### A small window of the routed layout

Region (34, 91) to (74, 131) um. Cells in gray, sequential cells in the stronger gray; small squares are vias.
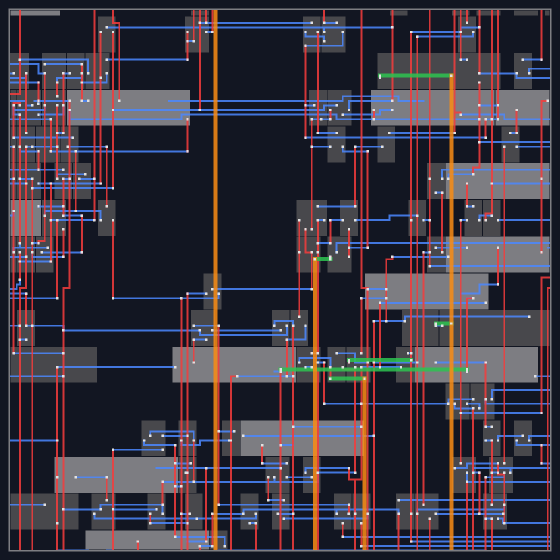
### Signal wires on met2

Scale: 2 px per um. Cells faint in the background.
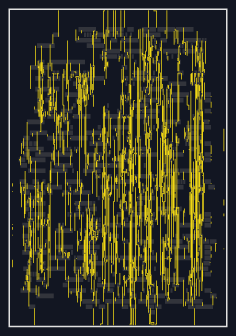
### Sequential cells grouped by signal name

Scale: 3 px per um.
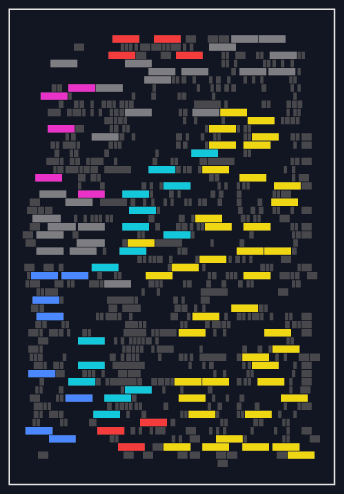
==> src/rtl/spi_regfile_slave_if.sv <==
// ---------------------------------------------------------------------------
// spi_regfile_slave_if
//   Chip-level SPI pin bundle between an SPI controller and the register-file
//   peripheral.
//   spi_sclk     controller -> peripheral  SPI clock (asynchronous to clk)
//   spi_copi     controller -> peripheral  controller-out data
//   spi_cs       controller -> peripheral  chip select, active-low
//   spi_cipo     peripheral -> controller  peripheral-out data
//   spi_cipo_oe  peripheral -> controller  cipo pad output-enable
// ---------------------------------------------------------------------------
interface spi_regfile_slave_if;
  logic spi_sclk;
  logic spi_copi;
  logic spi_cs;
  logic spi_cipo;
  logic spi_cipo_oe;

  modport master (
    output spi_sclk, spi_copi, spi_cs,
    input  spi_cipo, spi_cipo_oe
  );

  modport slave (
    input  spi_sclk, spi_copi, spi_cs,
    output spi_cipo, spi_cipo_oe
  );
endinterface

==> src/rtl/spi_regfile_slave.sv <==
// ---------------------------------------------------------------------------
// spi_regfile_slave
//   SPI (CPHA=0, selectable CPOL) register-file peripheral. Frames are
//   [RW][ADDR][DATA], MSB first; RW=1 writes a register, RW=0 returns the
//   register on cipo during the DATA bits. Malformed frame lengths are
//   flagged and counted.
//   clk, rst     system clock (>= 8x sclk), asynchronous active-high reset
//   spi          SPI pins (slave modport)
//   regs_flat    register r at [r*DATA_W +: DATA_W]
//   wr_strobe    one-clk pulse per register write, wr_addr valid with it
//   frame_err    one-clk pulse after cs rises on a short/overlong frame
//   err_count    saturating frame error count
// ---------------------------------------------------------------------------
module spi_regfile_slave #(
  parameter int unsigned ADDR_W   = 7,
  parameter int unsigned DATA_W   = 8,
  parameter int unsigned NUM_REGS = 5,
  parameter bit          CPOL     = 1'b0
) (
  input  logic                       clk,
  input  logic                       rst,
  spi_regfile_slave_if.slave         spi,
  output logic [NUM_REGS*DATA_W-1:0] regs_flat,
  output logic                       wr_strobe,
  output logic [ADDR_W-1:0]          wr_addr,
  output logic                       frame_err,
  output logic [7:0]                 err_count
);

  localparam int unsigned FLEN  = 1 + ADDR_W + DATA_W;
  localparam int unsigned CNT_W = $clog2(FLEN + 2);
  localparam logic [CNT_W-1:0] FLEN_C     = CNT_W'(FLEN);
  localparam logic [CNT_W-1:0] LAST_C     = CNT_W'(FLEN - 1);
  localparam logic [CNT_W-1:0] SAT_C      = CNT_W'(FLEN + 1);
  localparam logic [CNT_W-1:0] ADDR_END_C = CNT_W'(ADDR_W);

  typedef enum logic [2:0] {IDLE, ADDR, WDATA, RDATA, DONE} state_t;

  state_t              state, state_d;
  logic [2:0]          sclk_sr, cs_sr;
  logic [1:0]          copi_sr;
  logic [CNT_W-1:0]    bit_cnt, cnt_eff_c;
  logic [FLEN-1:0]     rx;
  logic                commit_pend;
  logic [DATA_W-1:0]   tx, tx_d, rd_word_c;
  logic                tx_loaded, ld_d;
  logic                cipo_q, cipo_d, oe_q;
  logic                rise_c, fall_c, lead_c, trail_c;
  logic                cs_now, in_frame_c, cs_rise_c;
  logic                sample_c, overrun_c, err_c, cm_hit_c;
  logic [ADDR_W-1:0]   cm_addr_c, rd_addr_c;

  // Two-flop synchronisers plus one history stage for edge detection
  always_ff @(posedge clk or posedge rst) begin
    if (rst) begin
      sclk_sr <= {3{CPOL}};
      cs_sr   <= 3'b111;
      copi_sr <= 2'b00;
    end else begin
      sclk_sr <= {sclk_sr[1:0], spi.spi_sclk};
      cs_sr   <= {cs_sr[1:0], spi.spi_cs};
      copi_sr <= {copi_sr[0], spi.spi_copi};
    end
  end

  assign rise_c     = sclk_sr[1] & ~sclk_sr[2];
  assign fall_c     = ~sclk_sr[1] & sclk_sr[2];
  assign lead_c     = CPOL ? fall_c : rise_c;
  assign trail_c    = CPOL ? rise_c : fall_c;
  assign cs_now     = cs_sr[1];
  // Frame is live while the previous synced cs was low, so a sample that
  // coincides with the cs rise still counts.
  assign in_frame_c = ~cs_sr[2];
  assign cs_rise_c  = cs_sr[1] & ~cs_sr[2];

  assign sample_c  = lead_c & in_frame_c & (bit_cnt < FLEN_C);
  assign overrun_c = lead_c & in_frame_c & (bit_cnt == FLEN_C);
  assign cnt_eff_c = bit_cnt + CNT_W'(sample_c);
  assign err_c     = cs_rise_c & (cnt_eff_c != '0) & (cnt_eff_c != FLEN_C);

  assign cm_addr_c = rx[DATA_W +: ADDR_W];
  assign cm_hit_c  = commit_pend & (32'(cm_addr_c) < NUM_REGS);
  assign rd_addr_c = rx[ADDR_W-1:0];

  // Read word selected by the address just shifted in; unmapped reads return 0
  always_comb begin
    rd_word_c = '0;
    if (32'(rd_addr_c) < NUM_REGS)
      rd_word_c = regs_flat[32'(rd_addr_c)*DATA_W +: DATA_W];
  end

  // State register
  always_ff @(posedge clk or posedge rst) begin
    if (rst) state <= IDLE;
    else     state <= state_d;
  end

  // Next state and tx shifter control
  always_comb begin
    state_d = state;
    tx_d    = tx;
    ld_d    = tx_loaded;
    cipo_d  = 1'b0;
    if (cs_now) begin
      state_d = IDLE;
      tx_d    = '0;
      ld_d    = 1'b0;
    end else begin
      case (state)
        IDLE:  state_d = ADDR;
        ADDR:  if (sample_c && bit_cnt == ADDR_END_C)
                 state_d = rx[ADDR_W-1] ? WDATA : RDATA;
        WDATA: if (sample_c && bit_cnt == LAST_C) state_d = DONE;
        RDATA: begin
          // First trailing edge loads the word, later ones shift it out
          if (trail_c) begin
            tx_d = tx_loaded ? (tx << 1) : rd_word_c;
            ld_d = 1'b1;
          end
          if (sample_c && bit_cnt == LAST_C) state_d = DONE;
        end
        DONE:    state_d = DONE;
        default: state_d = IDLE;
      endcase
    end
    cipo_d = (state_d == RDATA) & tx_d[DATA_W-1];
  end

  // Shift/count datapath, register file, error tracking
  always_ff @(posedge clk or posedge rst) begin
    if (rst) begin
      bit_cnt     <= '0;
      rx          <= '0;
      commit_pend <= 1'b0;
      regs_flat   <= '0;
      wr_strobe   <= 1'b0;
      wr_addr     <= '0;
      frame_err   <= 1'b0;
      err_count   <= '0;
      tx          <= '0;
      tx_loaded   <= 1'b0;
      cipo_q      <= 1'b0;
      oe_q        <= 1'b0;
    end else begin
      if (cs_now)         bit_cnt <= '0;
      else if (sample_c)  bit_cnt <= bit_cnt + 1'b1;
      else if (overrun_c) bit_cnt <= SAT_C;
      if (sample_c) rx <= {rx[FLEN-2:0], copi_sr[1]};
      // RW sits at rx[FLEN-2] just before the final sample shifts in
      commit_pend <= sample_c & (bit_cnt == LAST_C) & rx[FLEN-2];
      wr_strobe   <= cm_hit_c;
      if (cm_hit_c) begin
        regs_flat[32'(cm_addr_c)*DATA_W +: DATA_W] <= rx[DATA_W-1:0];
        wr_addr <= cm_addr_c;
      end
      frame_err <= err_c;
      if (err_c && err_count != 8'hFF) err_count <= err_count + 1'b1;
      tx        <= tx_d;
      tx_loaded <= ld_d;
      cipo_q    <= cipo_d;
      oe_q      <= ~cs_now;
    end
  end

  assign spi.spi_cipo    = cipo_q;
  assign spi.spi_cipo_oe = oe_q;

endmodule
==> src/flat_wrapper.sv <==
// flat-port wrapper written by rule: the top's interface ports become plain ports
module spi_regfile_slave_flat 
#(
  parameter int unsigned ADDR_W   = 7,
  parameter int unsigned DATA_W   = 8,
  parameter int unsigned NUM_REGS = 5,
  parameter bit          CPOL     = 1'b0
)
  (clk, rst, regs_flat, wr_strobe, wr_addr, frame_err, err_count, spi_spi_sclk, spi_spi_copi, spi_spi_cs, spi_spi_cipo, spi_spi_cipo_oe);
  spi_regfile_slave_if spi_i ();
  input  logic clk;
  input  logic rst;
  output logic [NUM_REGS*DATA_W-1:0] regs_flat;
  output logic wr_strobe;
  output logic [ADDR_W-1:0] wr_addr;
  output logic frame_err;
  output logic [7:0] err_count;
  input wire logic [$bits(spi_i.spi_sclk)-1:0] spi_spi_sclk;
  input wire logic [$bits(spi_i.spi_copi)-1:0] spi_spi_copi;
  input wire logic [$bits(spi_i.spi_cs)-1:0] spi_spi_cs;
  output wire logic [$bits(spi_i.spi_cipo)-1:0] spi_spi_cipo;
  output wire logic [$bits(spi_i.spi_cipo_oe)-1:0] spi_spi_cipo_oe;
  assign spi_i.spi_sclk = spi_spi_sclk;
  assign spi_i.spi_copi = spi_spi_copi;
  assign spi_i.spi_cs = spi_spi_cs;
  assign spi_spi_cipo = spi_i.spi_cipo;
  assign spi_spi_cipo_oe = spi_i.spi_cipo_oe;
  spi_regfile_slave #(.ADDR_W(ADDR_W), .DATA_W(DATA_W), .NUM_REGS(NUM_REGS), .CPOL(CPOL)) u_core (.clk(clk), .rst(rst), .spi(spi_i), .regs_flat(regs_flat), .wr_strobe(wr_strobe), .wr_addr(wr_addr), .frame_err(frame_err), .err_count(err_count));
endmodule
==> config.mk <==
export PLATFORM = sky130hd
export DESIGN_NAME = spi_regfile_slave_flat
export DESIGN_NICKNAME = d
export VERILOG_FILES = /design/src/rtl/spi_regfile_slave_if.sv /design/src/rtl/spi_regfile_slave.sv /design/src/flat_wrapper.sv
export SDC_FILE = /design/constraint.sdc
export NUM_CORES = 1
export LEC_CHECK = 0
export ABC_AREA = 1
export CELL_PAD_IN_SITES_DETAIL_PLACEMENT = 0
export CELL_PAD_IN_SITES_GLOBAL_PLACEMENT = 2
export CORE_ASPECT_RATIO = 1.5
export CORE_MARGIN = 4
export CORE_UTILIZATION = 32
export DETAILED_ROUTE_END_ITERATION = 8
export PLACE_DENSITY_LB_ADDON = 0.1
export SLEW_MARGIN = 10
export SYNTH_ARGS = -nofsm -noshare
export SYNTH_HDL_FRONTEND = slang
export SYNTH_SLANG_ARGS = --single-unit
==> constraint.sdc <==
create_clock -name clk -period 4 [get_ports clk]
set_clock_uncertainty 0.15 [all_clocks]
set_input_delay 0.4 -clock clk [delete_from_list [all_inputs] [get_ports clk]]
set_output_delay 0.4 -clock clk [all_outputs]
set_load 0.01 [all_outputs]
==> results.ini <==
[outcome]
run_status = complete, no violations

[sta]
period_needed_ps = 3000
fmax_mhz = 334
setup_tns_ps = 0
hold_viol_final = 0
rsz0062_at_grt = false
setup_violations = 0
period_used_pct = 74.9

[clock_tree]
cts.sinks = 100
clock_path_buffers = 2
path_clk_slew_ps = 70
htreeDepth = 3
cts_tree = built

[place]
dpl_cell_area_um2 = 5640
routabilityCongestion = 0.813
dpl.cell_count = 849
dpl.hpwl_mm = 10.1
post-place-ws_ps = 1050

[final_layout]
final-clk-cell-share_pct = 5.02
buffers = 68
buf_share_pct = 11.3
flop_area_um2 = 2510
syn2layout_area_growth_pct = 23.8
reg.largest.list = u_core.regs_flat x40, u_core.rx x15
largest_reg_flops = 40
comb_share_pct = 33.8
final_nets = 677
drive_above_1_share_pct = 5.23

[power_and_ir_drop]
intPower_mw = 1.70
fin_total_pwr_mw = 2.44
p_per_area_nw_per_um2 = 410
switching_power_mw = 0.739
clockPowerShare_pct = 36.7
seqPwrFrac_pct = 47.8
irDropWorstVdd_mv = 0.241
top_power_group = sequential cells
switching_share_pct = 30.4
combinationalPower_mw = 0.379

[global_routing]
grt_pass1_wl_mm = 22.5
gr-usage-met3_pct = 1.96
gr-usage-met1_pct = 19.8
groute.usage.overall_pct = 17.1
antenna_found_initial = 0

[logic_synthesis]
ys_sh_aoi_pct = 6.65
topCellsByArea = dfrtp_1 (51%), nand2_1 (17%), nand3_1 (6.7%), o21ai_0 (4.7%), inv_1 (4.1%)
ys_area_um2 = 4790
ys_sh_xor_pct = 1.64
ys_cells = 601
ff_type = dfrtp_1
ys_async_sr_fraction_pct = 100
edf_count = 0
synth_cell_type_count = 28
postSynthAreaPerCell_um2 = 7.98
ys_top_logic_family = simple AND/OR/NAND/NOR gates

[floorplan]
dieArea_um2 = 17000
die_h_um = 158

[worst_setup_path]
start_kind = register
worstPathBufferInverterCount = 2
worstSetupPathType = reg -> reg
worst-path-stages = 12
crit_end = u_core.regs_flat[37]
crit_top_cell = nand2_1

[detailed_routing]
ant_nets = 0
wl_per_cell_um = 16.0

[flow_run]
cap_violations = 0

[worst_hold_path]
hp-start = u_core.sclk_sr[0]

Back to the opening pictures, 'A small window of the routed layout':
Key: green = metal 3; red = metal 2; orange = metal 4; blue = metal 1
Sequential cells in the window: 10. Most frequent: nand2_1 (23), o21ai_0 (11). 83 logic cells have their middle in the window. Netlist names of flops here include u_core.rx (5), u_core.regs_flat (3).

Back to the opening pictures, 'Signal wires on met2':
The wires run mostly vertical. The layer holds 53% of the routed length.
final WL: 13.8 mm
met2 Track Usage GR: 32.1%
routed vias: 4106

Back to the opening pictures, 'Sequential cells grouped by signal name':
Key: cyan = u_core.rx [flops 15]; red = u_core.wr_addr [flops 7]; blue = u_core.err_count [flops 8]; magenta = u_core.bit_cnt [flops 5, where north-west]; yellow = u_core.regs_flat [flops 40]

==> layout by cell type, fill, tap and decap left out, types with 2 or more instances in the layout <==
cell type / n
nor2_2: 5
nand4_1: 12
clkdlybuf4s50_1: 63
inv_1: 51
o22ai_1: 2
xnor2_1: 2
xor2_1: 7
nor3_1: 3
nor3_4: 2
nand3_1: 64
inv_6: 3
o21ai_0: 45
nand2_1: 215
clkbuf_16: 9
dfstp_2: 3
nor2_1: 45
clkinv_1: 3
a21oi_1: 13
buf_4: 5
dfrtp_1: 97
ha_1: 8
==> metal layers <==
metal / vias up / part of all wire [%]
li1: 2047 / -
met1: 1962 / 41
met2: 80 / 53
met3: 17 / 3.1
met4: 0 / 2.0
met5: - / 0
